<file path="src/rtl/mc_ctrlunit.sv">
// Multi-cycle control unit for the 16-bit Subarashii core. It sequences FETCH/DECODE/EXEC/MEM/WB
// with a mem_ready handshake and an optional memory-wait timeout that raises bus_err.
module mc_ctrlunit #(
  parameter int OPW      = 4,
  parameter int MAX_WAIT = 15,
  parameter int WCW      = 4
) (
  input  logic           clk,
  input  logic           rst,
  input  logic [OPW-1:0] instr_op,
  input  logic           zero,
  input  logic           mem_ready,
  output logic [2:0]     state,
  output logic           i_or_d,
  output logic           ir_write,
  output logic           pc_write,
  output logic [1:0]     pc_src,
  output logic [2:0]     alu_op,
  output logic [1:0]     alu_src_a,
  output logic [1:0]     alu_src_b,
  output logic [1:0]     reg_dst,
  output logic [1:0]     mem_to_reg,
  output logic           mem_read,
  output logic           mem_write,
  output logic           reg_write,
  output logic           sign_ext,
  output logic           illegal,
  output logic           bus_err,
  output logic           instr_done
);

  typedef enum logic [2:0] {
    S_FETCH  = 3'd0,
    S_DECODE = 3'd1,
    S_EXEC   = 3'd2,
    S_MEM    = 3'd3,
    S_WB     = 3'd4
  } state_t;

  typedef enum logic [3:0] {
    OP_ADI = 4'd8,
    OP_SWP = 4'd9,
    OP_LDW = 4'd10,
    OP_STW = 4'd11,
    OP_BRZ = 4'd12,
    OP_JAL = 4'd13
  } op_t;

  typedef struct packed {
    logic [2:0] op;
    logic [1:0] src_a;
    logic [1:0] src_b;
    logic       sext;
  } alu_ctl_t;

  localparam logic           TIMEOUT_EN = (MAX_WAIT > 0);
  localparam logic [WCW-1:0] WAIT_LIMIT = WCW'(MAX_WAIT);

  state_t         state_q;
  state_t         next_state;
  logic [OPW-1:0] op_q;
  logic [WCW-1:0] wait_cnt;
  logic [31:0]    op_ext;
  logic [3:0]     op4;
  logic           legal;
  logic           is_ldw;
  logic           is_stw;
  logic           is_brz;
  logic           is_jal;
  logic           is_alu_wb;
  logic           timeout;
  alu_ctl_t       alu_c;

  // ALU ops 0000-0111 pass their low bits straight through; the rest use the fixed encodings.
  function automatic alu_ctl_t alu_decode(input logic [3:0] op);
    alu_ctl_t c;
    c = '0;
    if (!op[3]) begin
      c.op = op[2:0];
    end else begin
      case (op)
        OP_ADI:         c.src_b = 2'b01;
        OP_SWP:         begin c.src_a = 2'b10; c.src_b = 2'b10; end
        OP_LDW, OP_STW: c.src_a = 2'b11;
        OP_BRZ:         begin c.op = 3'b001; c.sext = 1'b1; end
        default:        c = '0;
      endcase
    end
    return c;
  endfunction

  assign op_ext    = 32'(op_q);
  assign op4       = op_ext[3:0];
  assign legal     = (op_ext <= 32'd13);
  assign is_ldw    = legal && (op4 == OP_LDW);
  assign is_stw    = legal && (op4 == OP_STW);
  assign is_brz    = legal && (op4 == OP_BRZ);
  assign is_jal    = legal && (op4 == OP_JAL);
  assign is_alu_wb = legal && (op4 <= OP_SWP);
  assign alu_c     = alu_decode(op4);
  assign timeout   = TIMEOUT_EN && (wait_cnt == WAIT_LIMIT) && !mem_ready;

  assign state = rst ? S_FETCH : state_q;

  // NOTE: sequential state uses non-blocking assignments so every register samples pre-edge values.
  always_ff @(posedge clk) begin
    if (rst) begin
      state_q  <= S_FETCH;
      op_q     <= '0;
      wait_cnt <= '0;
    end else begin
      state_q <= next_state;
      if (state_q == S_FETCH && mem_ready) begin
        op_q <= instr_op;
      end
      if (next_state != state_q || bus_err) begin
        wait_cnt <= '0;
      end else if (state_q == S_FETCH || state_q == S_MEM) begin
        wait_cnt <= wait_cnt + 1'b1;
      end
    end
  end

  // NOTE: every output gets a default before the case so no path can infer a latch.
  always_comb begin
    next_state = state_q;
    i_or_d     = 1'b0;
    ir_write   = 1'b0;
    pc_write   = 1'b0;
    pc_src     = 2'b00;
    alu_op     = 3'b000;
    alu_src_a  = 2'b00;
    alu_src_b  = 2'b00;
    reg_dst    = 2'b00;
    mem_to_reg = 2'b00;
    mem_read   = 1'b0;
    mem_write  = 1'b0;
    reg_write  = 1'b0;
    sign_ext   = 1'b0;
    illegal    = 1'b0;
    bus_err    = 1'b0;
    instr_done = 1'b0;

    // Reset masks every strobe so an aborted memory access never leaks a write.
    if (!rst) begin
      case (state_q)
        S_FETCH: begin
          mem_read = 1'b1;
          if (mem_ready) begin
            ir_write   = 1'b1;
            pc_write   = 1'b1;
            next_state = S_DECODE;
          end else if (timeout) begin
            bus_err = 1'b1;
          end
        end

        S_DECODE: begin
          if (legal) begin
            next_state = S_EXEC;
          end else begin
            illegal    = 1'b1;
            next_state = S_FETCH;
          end
        end

        S_EXEC: begin
          alu_op    = alu_c.op;
          alu_src_a = alu_c.src_a;
          alu_src_b = alu_c.src_b;
          sign_ext  = alu_c.sext;
          if (is_ldw || is_stw) begin
            next_state = S_MEM;
          end else if (is_brz) begin
            pc_write   = zero;
            pc_src     = 2'b01;
            instr_done = 1'b1;
            next_state = S_FETCH;
          end else if (is_jal) begin
            reg_dst    = 2'b10;
            mem_to_reg = 2'b10;
            reg_write  = 1'b1;
            pc_write   = 1'b1;
            pc_src     = 2'b10;
            instr_done = 1'b1;
            next_state = S_FETCH;
          end else begin
            next_state = S_WB;
          end
        end

        S_MEM: begin
          i_or_d    = 1'b1;
          mem_read  = is_ldw;
          mem_write = is_stw;
          alu_op    = alu_c.op;
          alu_src_a = alu_c.src_a;
          alu_src_b = alu_c.src_b;
          sign_ext  = alu_c.sext;
          if (mem_ready) begin
            if (is_ldw) begin
              next_state = S_WB;
            end else begin
              instr_done = 1'b1;
              next_state = S_FETCH;
            end
          end else if (timeout) begin
            bus_err    = 1'b1;
            next_state = S_FETCH;
          end
        end

        S_WB: begin
          reg_write  = 1'b1;
          reg_dst    = 2'b01;
          mem_to_reg = is_ldw ? 2'b01 : 2'b00;
          instr_done = 1'b1;
          next_state = S_FETCH;
        end

        default: next_state = S_FETCH;
      endcase
    end
  end

  // Only used to document the one ALU/WB-class opcode set; keeps the decode self-describing.
  logic unused_alu_wb;
  assign unused_alu_wb = is_alu_wb;

endmodule

</file>
<file path="config.mk">
export PLATFORM = sky130hd
export DESIGN_NAME = mc_ctrlunit
export DESIGN_NICKNAME = d
export VERILOG_FILES = /design/src/rtl/mc_ctrlunit.sv
export SDC_FILE = /design/constraint.sdc
export NUM_CORES = 1
export LEC_CHECK = 0
export ABC_AREA = 1
export CAP_MARGIN = 0
export CORE_UTILIZATION = 46
export CTS_CLUSTER_DIAMETER = 80
export DETAILED_ROUTE_END_ITERATION = 7
export GPL_ROUTABILITY_DRIVEN = 0
export HOLD_SLACK_MARGIN = 0.03
export PLACE_DENSITY = 0.83
export RECOVER_POWER = 50
export SLEW_MARGIN = 30
export SYNTH_ARGS = -nofsm -noshare
export SYNTH_HDL_FRONTEND = slang
export SYNTH_SLANG_ARGS = --single-unit
</file>
<file path="constraint.sdc">
create_clock -name clk -period 3.43 [get_ports clk]
set_clock_uncertainty 0.1 [all_clocks]
set_input_delay 0.8575 -clock clk [delete_from_list [all_inputs] [get_ports clk]]
set_output_delay 0.8575 -clock clk [all_outputs]
set_load 0.05 [all_outputs]
</file>
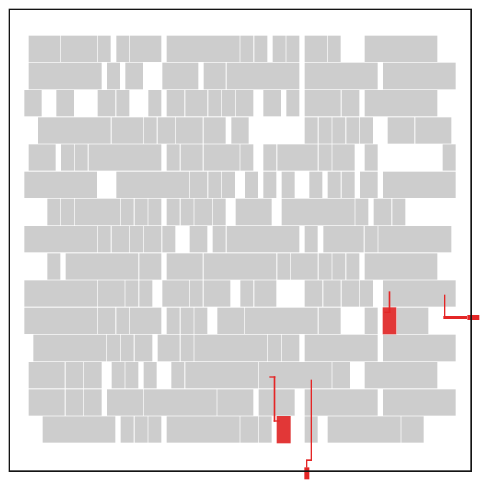
*Wires at chosen ports, followed through buffers, run 1*
(10 px per um)
Key: pc_src = red [bits 2, direction output, end cells 2, buffers 2, wire 21.2 um]

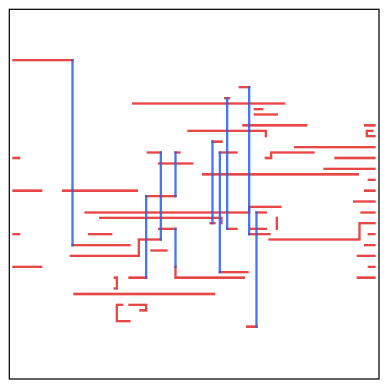
*Wiring by layer, run 1*
(8 px per um) Two of the layers only.
Key: met4 = blue [wire length 129 um]; met3 = red [wire length 278 um]

==> design notes, run 1 <==
The run finished with clean final reports. For the total met2 wirelength after detailed routing, the log shows 1720 um. Recorded from the global router log, the overflow total was 0. With the number of ports placed on the die boundary at 34, the wire length after detailed routing is 3300 um. Top routing layer in use: met4.

The tools report the critical path endpoint category as an output pin. The run gives 165 uW as the combinational gate power. Share of synthesized cell area in and-or and or-and compound cells: 0.0954. The run gives 15.7 um for the routed length per placed instance. The synthesis log from Yosys contains 0 warnings.

The sequential cells in the finished layout cover a total of 220 um2. The critical path arrival came out at 2.37 ns. The launch point of the worst min-delay path is recorded as op4[3]. In this run, post-CTS repair resized a total of 0 instances. For the met3 routed wirelength, the log shows 277 um. The worst setup path is of the primary input to output pin kind.

The run gives 0.292 for the fraction of layout cells with a size suffix above 1. The cell area that synthesis handed to floorplanning was 892 um2. The layout has 4 clock buffers. TritonCTS built the clock tree.
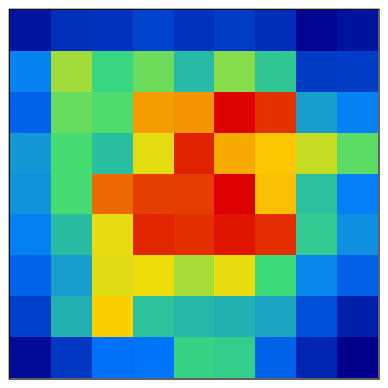
*Signal metal coverage by tile, run 1*
(8 px per um) 9 x 9 tiles, from dark blue (low) to red (high), scaled to the fullest tile. Values are wire area over tile area, all layers added.
40% of the tiles are over half the peak. The densest ninth of the die: center. The emptiest ninth of the die: lower right. The fullest tile reaches 0.58.

==> run 1 -> run 2 <==
- CTS_CLUSTER_SIZE: default -> 30
- HOLD_SLACK_MARGIN: 0.03 -> default
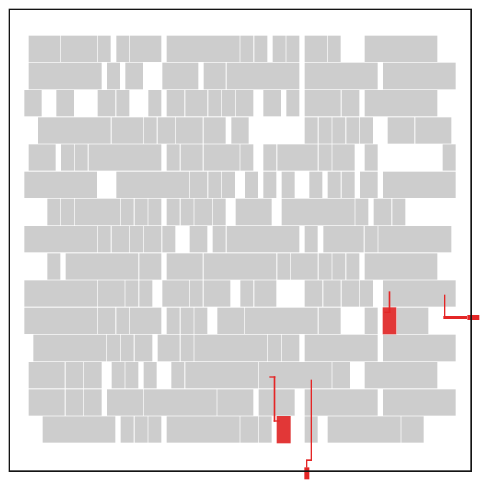
*Wires at chosen ports, followed through buffers, run 2*
(10 px per um)
Key: pc_src = red [bits 2, direction output, end cells 2, buffers 2, wire 21.2 um]

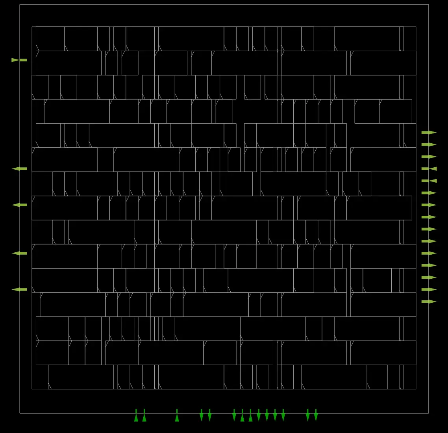
*Placement view, run 2*
final non-filler cell total: 210
register share of the cell area: 0.144
area of the core: 1760 um2

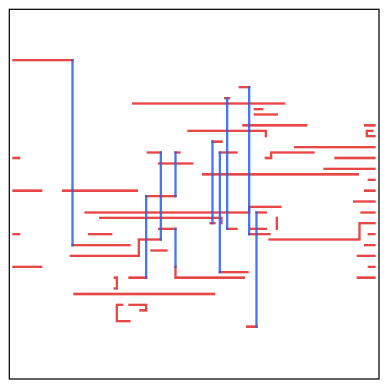
*Wiring by layer, run 2*
(8 px per um) Two of the layers only.
Key: met4 = blue [wire length 129 um]; met3 = red [wire length 278 um]

==> run 2 against run 1 <==
Routed wire length did not move. Clock power barely moved. Die area did not move. Critical path depth did not move. Maximum frequency did not move. Sequential power barely moved. Highest routed layer unchanged. Non-clock buffer count did not move. Via count did not move. Count of clock-buffer cells in the layout did not move. Sequential share of layout area did not move. Combinational power barely moved. Cell count did not move.
==> design notes, run 2 <==
Signal nets in the final route climb as high as met4. 34 I/O pins were placed. With the tally of clock buffers in the finished layout at 4, the sum of overflow across all layers after global routing is 0.

The cell area after technology mapping is 892 um2, and the count of instances resized after the clock tree is built is 0. The run gives 0.292 for the fraction of layout cells with a size suffix above 1. The endpoint of the worst hold path is reported as op4[3]. STA puts the critical path data arrival time at 2.37 ns.

The critical path is of the primary input to output pin type. By area the synthesized netlist is led by sky130_fd_sc_hd__dfxtp_1 (25%), sky130_fd_sc_hd__nor2_1 (12%), sky130_fd_sc_hd__inv_1 (9.7%), sky130_fd_sc_hd__nand2_1 (8.4%), sky130_fd_sc_hd__nand3_1 (6.7%). Post-synthesis share of cell area spent on xor and xnor gates: 0.0295. The run finished with clean final reports. Per the detailed placement report, the placed cell area equals 1580 um2.

STA classifies the critical path endpoint as an output pin. Routed length per placed instance: 15.7 um. The tools report the total power after layout as 409 uW. Entering global routing, the biggest net connects 11 pins. The run gives 26 for the number of warnings in the stage logs.

The largest registers in the layout are op4 x4, wait_cnt x4, state_q x3. The tools report the met3 routed wirelength as 277 um. TritonCTS built the clock tree. In this run the most critical hold path is launched from op4[3].

The total met2 wirelength after detailed routing is 1720 um. The flow reports power dissipated in combinational cells as 165 uW. The count of library flops with an enable pin works out to 0.
Power and IR drop assume default switching activity.
